File: src/rtl/cpu_trace_buffer.sv
// -----------------------------------------------------------------------------
// cpu_trace_buffer
//
// Retirement-trace capture block for the MIPS-lite CPU. Each qualified
// retirement (pc, instr, alu_result, reg_write_en) is written into a DEPTH-entry
// first-word-fall-through FIFO and drained through a valid/ready port. Also
// provides a filter mode, a PC-match trigger that freezes capture POST_TRIG
// entries after the hit, and a saturating count of dropped entries.
//
// Optional feature: define TRACE_TIMESTAMP_EN to store a free-running 32-bit
// cycle count with every entry. The count comes out on the extra port tr_ts.
//
// Ports:
//   clk           clock, all state updates on the rising edge
//   reset         asynchronous active-low reset
//   enable        arm/run capture
//   clear         synchronous flush of the FIFO and statistics
//   mode          0 = capture all retirements, 1 = only reg_write_en=1
//   trig_en       enable the PC-match trigger
//   trig_pc       PC that fires the trigger
//   cap_valid     retirement strobe qualifying pc/instr/alu_result/reg_write_en
//   pc, instr, alu_result, reg_write_en   retiring instruction fields
//   tr_valid      head entry available
//   tr_ready      consumer accepts the head entry
//   tr_pc, tr_instr, tr_alu, tr_we, tr_trig   head entry fields (0 when empty)
//   count         FIFO occupancy
//   overflow      sticky, at least one entry was dropped
//   drop_cnt      dropped entries, saturating at all-ones
//   frozen        capture frozen after the trigger window
//   tr_ts         (TRACE_TIMESTAMP_EN only) cycle count at the capture edge
// -----------------------------------------------------------------------------
module cpu_trace_buffer #(
  parameter int DATA_W    = 32,
  parameter int DEPTH     = 16,
  parameter int POST_TRIG = 4,
  parameter int CNT_W     = 8
) (
  input  logic                     clk,
  input  logic                     reset,
  input  logic                     enable,
  input  logic                     clear,
  input  logic                     mode,
  input  logic                     trig_en,
  input  logic [DATA_W-1:0]        trig_pc,
  input  logic                     cap_valid,
  input  logic [DATA_W-1:0]        pc,
  input  logic [DATA_W-1:0]        instr,
  input  logic [DATA_W-1:0]        alu_result,
  input  logic                     reg_write_en,
  output logic                     tr_valid,
  input  logic                     tr_ready,
  output logic [DATA_W-1:0]        tr_pc,
  output logic [DATA_W-1:0]        tr_instr,
  output logic [DATA_W-1:0]        tr_alu,
  output logic                     tr_we,
  output logic                     tr_trig,
  output logic [$clog2(DEPTH):0]   count,
  output logic                     overflow,
  output logic [CNT_W-1:0]         drop_cnt,
  output logic                     frozen
`ifdef TRACE_TIMESTAMP_EN
  ,
  output logic [31:0]              tr_ts
`endif
);

  localparam int AW = $clog2(DEPTH);
  localparam int CW = AW + 1;

  typedef enum logic [1:0] {
    IDLE   = 2'd0,
    RUN    = 2'd1,
    POST   = 2'd2,
    FROZEN = 2'd3
  } state_t;

  typedef struct packed {
`ifdef TRACE_TIMESTAMP_EN
    logic [31:0]       ts;
`endif
    logic [DATA_W-1:0] pc;
    logic [DATA_W-1:0] instr;
    logic [DATA_W-1:0] alu;
    logic              we;
    logic              trig;
  } entry_t;

  entry_t          mem [DEPTH];
  entry_t          wrEntry;
  entry_t          rdEntry;

  state_t          state_q, state_d;
  logic [CW-1:0]   postCnt_q, postCnt_d;
  logic [AW-1:0]   wrPtr_q, wrPtr_d;
  logic [AW-1:0]   rdPtr_q, rdPtr_d;
  logic [CW-1:0]   count_q, count_d;
  logic            overflow_q, overflow_d;
  logic [CNT_W-1:0] dropCnt_q, dropCnt_d;
`ifdef TRACE_TIMESTAMP_EN
  logic [31:0]     tsCnt_q, tsCnt_d;
`endif

  logic qual, pushReq, trigHit, popEn, full, pushEn, dropEn;

  // Request qualification and FIFO handshake decisions. A full FIFO still
  // accepts a push when the head leaves in the same cycle; otherwise the
  // request is dropped and accounted for.
  always_comb begin
    qual    = cap_valid & (~mode | reg_write_en);
    pushReq = qual & ((state_q == RUN) | (state_q == POST));
    trigHit = pushReq & (state_q == RUN) & trig_en & (pc == trig_pc);
    popEn   = tr_valid & tr_ready;
    full    = (count_q == CW'(DEPTH));
    pushEn  = pushReq & (~full | popEn);
    dropEn  = pushReq & full & ~popEn;
  end

  // Capture FSM. A dropped request still advances the post-trigger window,
  // so the freeze point depends only on retirements, not on FIFO space.
  always_comb begin
    state_d   = state_q;
    postCnt_d = postCnt_q;
    if (clear) begin
      state_d   = enable ? RUN : IDLE;
      postCnt_d = '0;
    end else begin
      unique case (state_q)
        IDLE: begin
          if (enable) state_d = RUN;
        end
        RUN: begin
          if (!enable) begin
            state_d = IDLE;
          end else if (trigHit) begin
            postCnt_d = '0;
            state_d   = (POST_TRIG == 0) ? FROZEN : POST;
          end
        end
        POST: begin
          if (!enable) begin
            state_d = IDLE;
          end else if (pushReq) begin
            postCnt_d = postCnt_q + CW'(1);
            if (postCnt_q + CW'(1) == CW'(POST_TRIG)) state_d = FROZEN;
          end
        end
        FROZEN: begin
          state_d = FROZEN;
        end
        default: state_d = IDLE;
      endcase
    end
  end

  // FIFO pointers, occupancy and drop statistics. Clear wins over any
  // push or pop in the same cycle.
  always_comb begin
    wrPtr_d    = wrPtr_q;
    rdPtr_d    = rdPtr_q;
    count_d    = count_q;
    overflow_d = overflow_q;
    dropCnt_d  = dropCnt_q;
    if (clear) begin
      wrPtr_d    = '0;
      rdPtr_d    = '0;
      count_d    = '0;
      overflow_d = 1'b0;
      dropCnt_d  = '0;
    end else begin
      if (pushEn) wrPtr_d = wrPtr_q + AW'(1);
      if (popEn)  rdPtr_d = rdPtr_q + AW'(1);
      count_d = count_q + CW'(pushEn) - CW'(popEn);
      if (dropEn) begin
        overflow_d = 1'b1;
        if (dropCnt_q != '1) dropCnt_d = dropCnt_q + CNT_W'(1);
      end
    end
  end

`ifdef TRACE_TIMESTAMP_EN
  always_comb begin
    tsCnt_d = clear ? 32'd0 : tsCnt_q + 32'd1;
  end
`endif

  always_comb begin
    wrEntry       = '0;
`ifdef TRACE_TIMESTAMP_EN
    wrEntry.ts    = tsCnt_q;
`endif
    wrEntry.pc    = pc;
    wrEntry.instr = instr;
    wrEntry.alu   = alu_result;
    wrEntry.we    = reg_write_en;
    wrEntry.trig  = trigHit;
  end

  always_ff @(posedge clk or negedge reset) begin
    if (!reset) begin
      state_q    <= IDLE;
      postCnt_q  <= '0;
      wrPtr_q    <= '0;
      rdPtr_q    <= '0;
      count_q    <= '0;
      overflow_q <= 1'b0;
      dropCnt_q  <= '0;
`ifdef TRACE_TIMESTAMP_EN
      tsCnt_q    <= '0;
`endif
    end else begin
      state_q    <= state_d;
      postCnt_q  <= postCnt_d;
      wrPtr_q    <= wrPtr_d;
      rdPtr_q    <= rdPtr_d;
      count_q    <= count_d;
      overflow_q <= overflow_d;
      dropCnt_q  <= dropCnt_d;
`ifdef TRACE_TIMESTAMP_EN
      tsCnt_q    <= tsCnt_d;
`endif
    end
  end

  // Storage is not reset; stale contents are masked by tr_valid below.
  always_ff @(posedge clk) begin
    if (pushEn && !clear) mem[wrPtr_q] <= wrEntry;
  end

  always_comb begin
    rdEntry  = mem[rdPtr_q];
    tr_valid = (count_q != '0);
    tr_pc    = tr_valid ? rdEntry.pc    : '0;
    tr_instr = tr_valid ? rdEntry.instr : '0;
    tr_alu   = tr_valid ? rdEntry.alu   : '0;
    tr_we    = tr_valid & rdEntry.we;
    tr_trig  = tr_valid & rdEntry.trig;
`ifdef TRACE_TIMESTAMP_EN
    tr_ts    = tr_valid ? rdEntry.ts : '0;
`endif
    count    = count_q;
    overflow = overflow_q;
    drop_cnt = dropCnt_q;
    frozen   = (state_q == FROZEN);
  end

endmodule

File: config.mk
export PLATFORM = sky130hd
export DESIGN_NAME = cpu_trace_buffer
export DESIGN_NICKNAME = d
export VERILOG_FILES = /design/src/rtl/cpu_trace_buffer.sv
export SDC_FILE = /design/constraint.sdc
export NUM_CORES = 1
export LEC_CHECK = 0
export CORE_ASPECT_RATIO = 0.5
export CORE_MARGIN = 3
export CORE_UTILIZATION = 40
export DETAILED_ROUTE_END_ITERATION = 6
export HOLD_SLACK_MARGIN = 0.06
export PLACE_DENSITY_LB_ADDON = 0.25
export SLEW_MARGIN = 20
export SYNTH_ARGS = -nofsm -noshare
export SYNTH_HDL_FRONTEND = slang
export SYNTH_SLANG_ARGS = --single-unit
File: constraint.sdc
create_clock -name clk -period 9.4 [get_ports clk]
set_input_delay 2.82 -clock clk [delete_from_list [all_inputs] [get_ports clk]]
set_output_delay 2.82 -clock clk [all_outputs]
set_load 0.005 [all_outputs]
Fig. 1: register map, names as in the netlist
The bar under the picture is 200 um long. Other sequential cells in the stronger gray, the rest of the logic in the fainter gray.
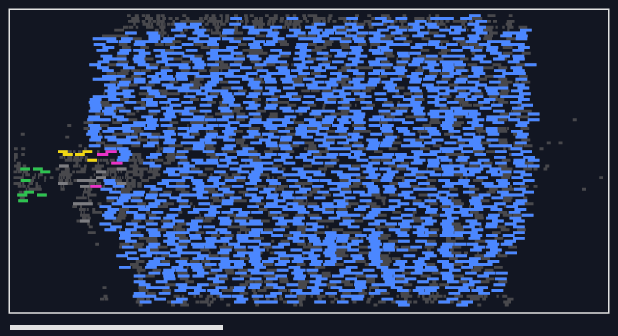
netlist name	color	placed flops
`drop_cnt`	green	8
`rdPtr_q`	magenta	4
`mem`	blue	1568
`postCnt_q`	yellow	5

Fig. 2: I/O nets highlighted
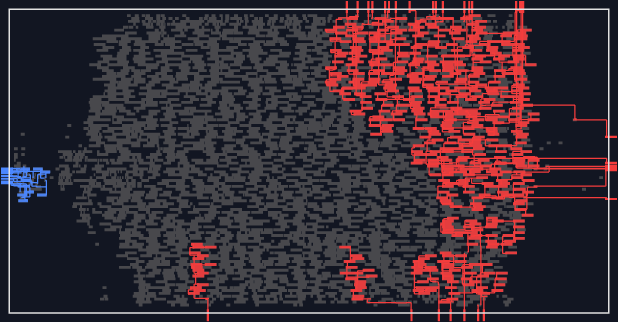
port	color	bits	direction	edge	end cells	buffers	wire
`instr`	red	32	input	18 top, 7 right, 7 bottom	512	32	6700 um
`drop_cnt`	blue	8	output	left	8	8	393 um

Fig. 3: routed metal, one color a layer
The bar under the picture is 200 um long.
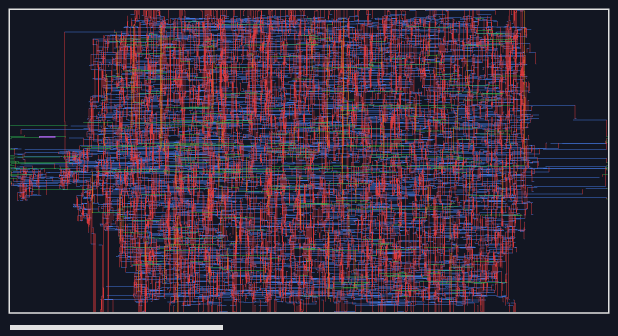
layer	color	wire length
metal 2	red	67.3 mm
metal 5	purple	13.8 um
metal 4	orange	2370 um
metal 1	blue	60.2 mm
metal 3	green	6690 um

Fig. 4: clock nets
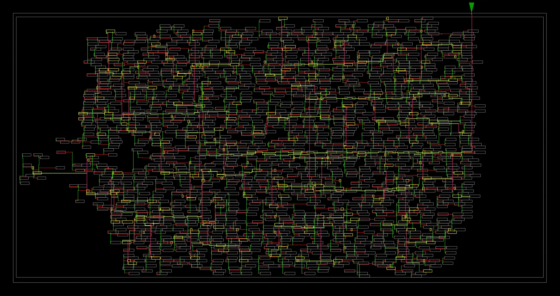
clk_buf instances: 186
registers: 1597

==> results.py <==
# Physical implementation metrics
metrics = {
    "final_timing": {
        "rsz0062_at_grt": "no",
        "relSlewSlack_pct": 23.4,
        "holdWs_ns": 0.532,
        "fmax_mhz": 139,
        "post-route-worst-setup-slack_ns": 2.20,
        "fin_setup_tns_ns": 0,
        "period_used_pct": 76.5,
        "setup_viol": 0,
        "worst_pin_slew_ns": 1.15,
        "slew_violations": 0,
        "min_period_ns": 7.20,
        "hold_violations": 0,
    },
    "die": {
        "die_w_um": 562,
        "ios": 251,
        "initCoreUtil_pct": 40.5,
        "tap_cells": 2060,
        "core_um2": 153000,
        "die_h_um": 284,
        "rows": 101,
        "dieArea_um2": 160000,
    },
    "yosys": {
        "synth-edff-count": 1568,
        "topCellsByArea": "edfxtp_1 (76%), mux4_2 (16%), mux4_1 (1.6%)",
        "async_reset_ff_share_pct": 1.82,
        "syn-num-nets": 2682,
        "numSynthFlops": 1597,
        "ys_area_um2": 61900,
        "most_common_cell": "edfxtp_1",
        "synthCells": 2526,
        "top_area_cell": "edfxtp_1",
        "synth-warning-count": 0,
    },
    "global_routing": {
        "overflow": 0,
        "grt_pass1_vias": 29200,
        "grt_pass1_wl_um": 202000,
        "grt_usage_pct": 17.2,
    },
    "job": {
        "drv_cap": 0,
    },
    "outcome": {
        "outcome": "complete, no violations",
    },
    "placement": {
        "post-place-cells": 4752,
        "pre_cts_ws_ns": 2.12,
        "placed_cell_area_um2": 66900,
        "hpwlAfterDp_um": 71600,
        "globalplace.congestion": 0.728,
        "io_buffers": 250,
    },
    "route": {
        "ant_nets": 0,
        "wl_per_cell_um": 27.2,
        "dr.pass1.iters": 5,
        "dr.first_iter.drc_count": 2728,
        "wl_um": 137000,
        "vias": 27300,
        "avgViaCountPerCell": 5.45,
        "post-route-drc-count": 0,
    },
    "critical_path": {
        "endpoint": "tr_instr[4]",
        "critPathRequiredTime_ns": 6.58,
        "critPathArrivalTime_ns": 4.38,
        "r2r_start": "state_q[0]",
        "cp-start-kind": "flip-flop",
        "cp_max_fo": 71,
        "r2r_slack_ns": 5.22,
        "end_kind": "primary output",
    },
    "final_layout": {
        "final_cell_mix": "edfxtp_1 (1568), mux4_2 (453), clkdlybuf4s50_1 (249), clkbuf_16 (147), and2_1 (99)",
        "num-nets-final": 2995,
        "fillerInstances": 12500,
        "fin_area_um2": 71500,
        "seq_area_um2": 47800,
        "antenna_cells": 5,
        "multi_input_comb_cells": 780,
        "inverters": 21,
        "buffers": 295,
        "syn_to_final_growth_pct": 15.5,
        "seq_share_pct": 66.9,
        "largest_reg_flops": 1568,
        "final-clk-cell-share_pct": 6.39,
        "buf_share_pct": 4.35,
    },
    "clock_network": {
        "cts_sinks": 1597,
        "cts_tree": "yes",
        "cts-buffers-inserted": 144,
        "root_buffer": "clkbuf_16",
        "cts_resized": 0,
        "holdBufCountCts": 0,
        "clk_pin_slew_ns": 0.06,
        "clockBufferDepth": 3,
    },
    "min_path": {
        "hold_path_end": "overflow",
        "worstHoldPathCells": 2,
        "hp-class": "flip-flop to flip-flop",
        "hp-start": "overflow",
    },
    "power_and_ir_drop": {
        "p_int_w": 0.0131,
        "switching_power_w": 0.00422,
        "swShare_pct": 24.4,
        "pg_seq_w": 0.00799,
        "clock_power_share_pct": 33.2,
        "comb-power_w": 0.00356,
        "pwr-share-comb_pct": 20.6,
        "ir_drop_uv": 175,
        "power.density_nw_per_um2": 242,
        "fin_total_pwr_w": 0.0173,
    },
}
[layer usage]
metal / part of all wire (%) / up-vias / GRT usage, %
met2: 49 / 721 / 27.8
met3: 4.9 / 165 / 2.71
met5: 0.0095 / - / 0
met1: 44 / 15000 / 24.8
li1: - / 11500 / -
met4: 1.7 / 2 / 4.04
[logic make-up after synthesis]
logic type | share of synthesized area [%]
multiplexers | 18.1
buffers and inverters | 1.44
XOR/XNOR | 0.651
flip-flops | 77.3
adder cells (fa/ha/maj) | 0.396
AND-OR/OR-AND | 0.390
AND/OR/NAND/NOR | 1.69
[worst max-delay path: stages (launching register included)]
cell             delay (ns)
dfrtp_4                0.81
buf_12                 0.30
buf_12                 0.47
mux4_1                 0.66
mux4_2                 0.49
and2_1                 0.19
clkdlybuf4s50_1        0.52
No activity file was given, so power comes from the tool's default toggle rates.
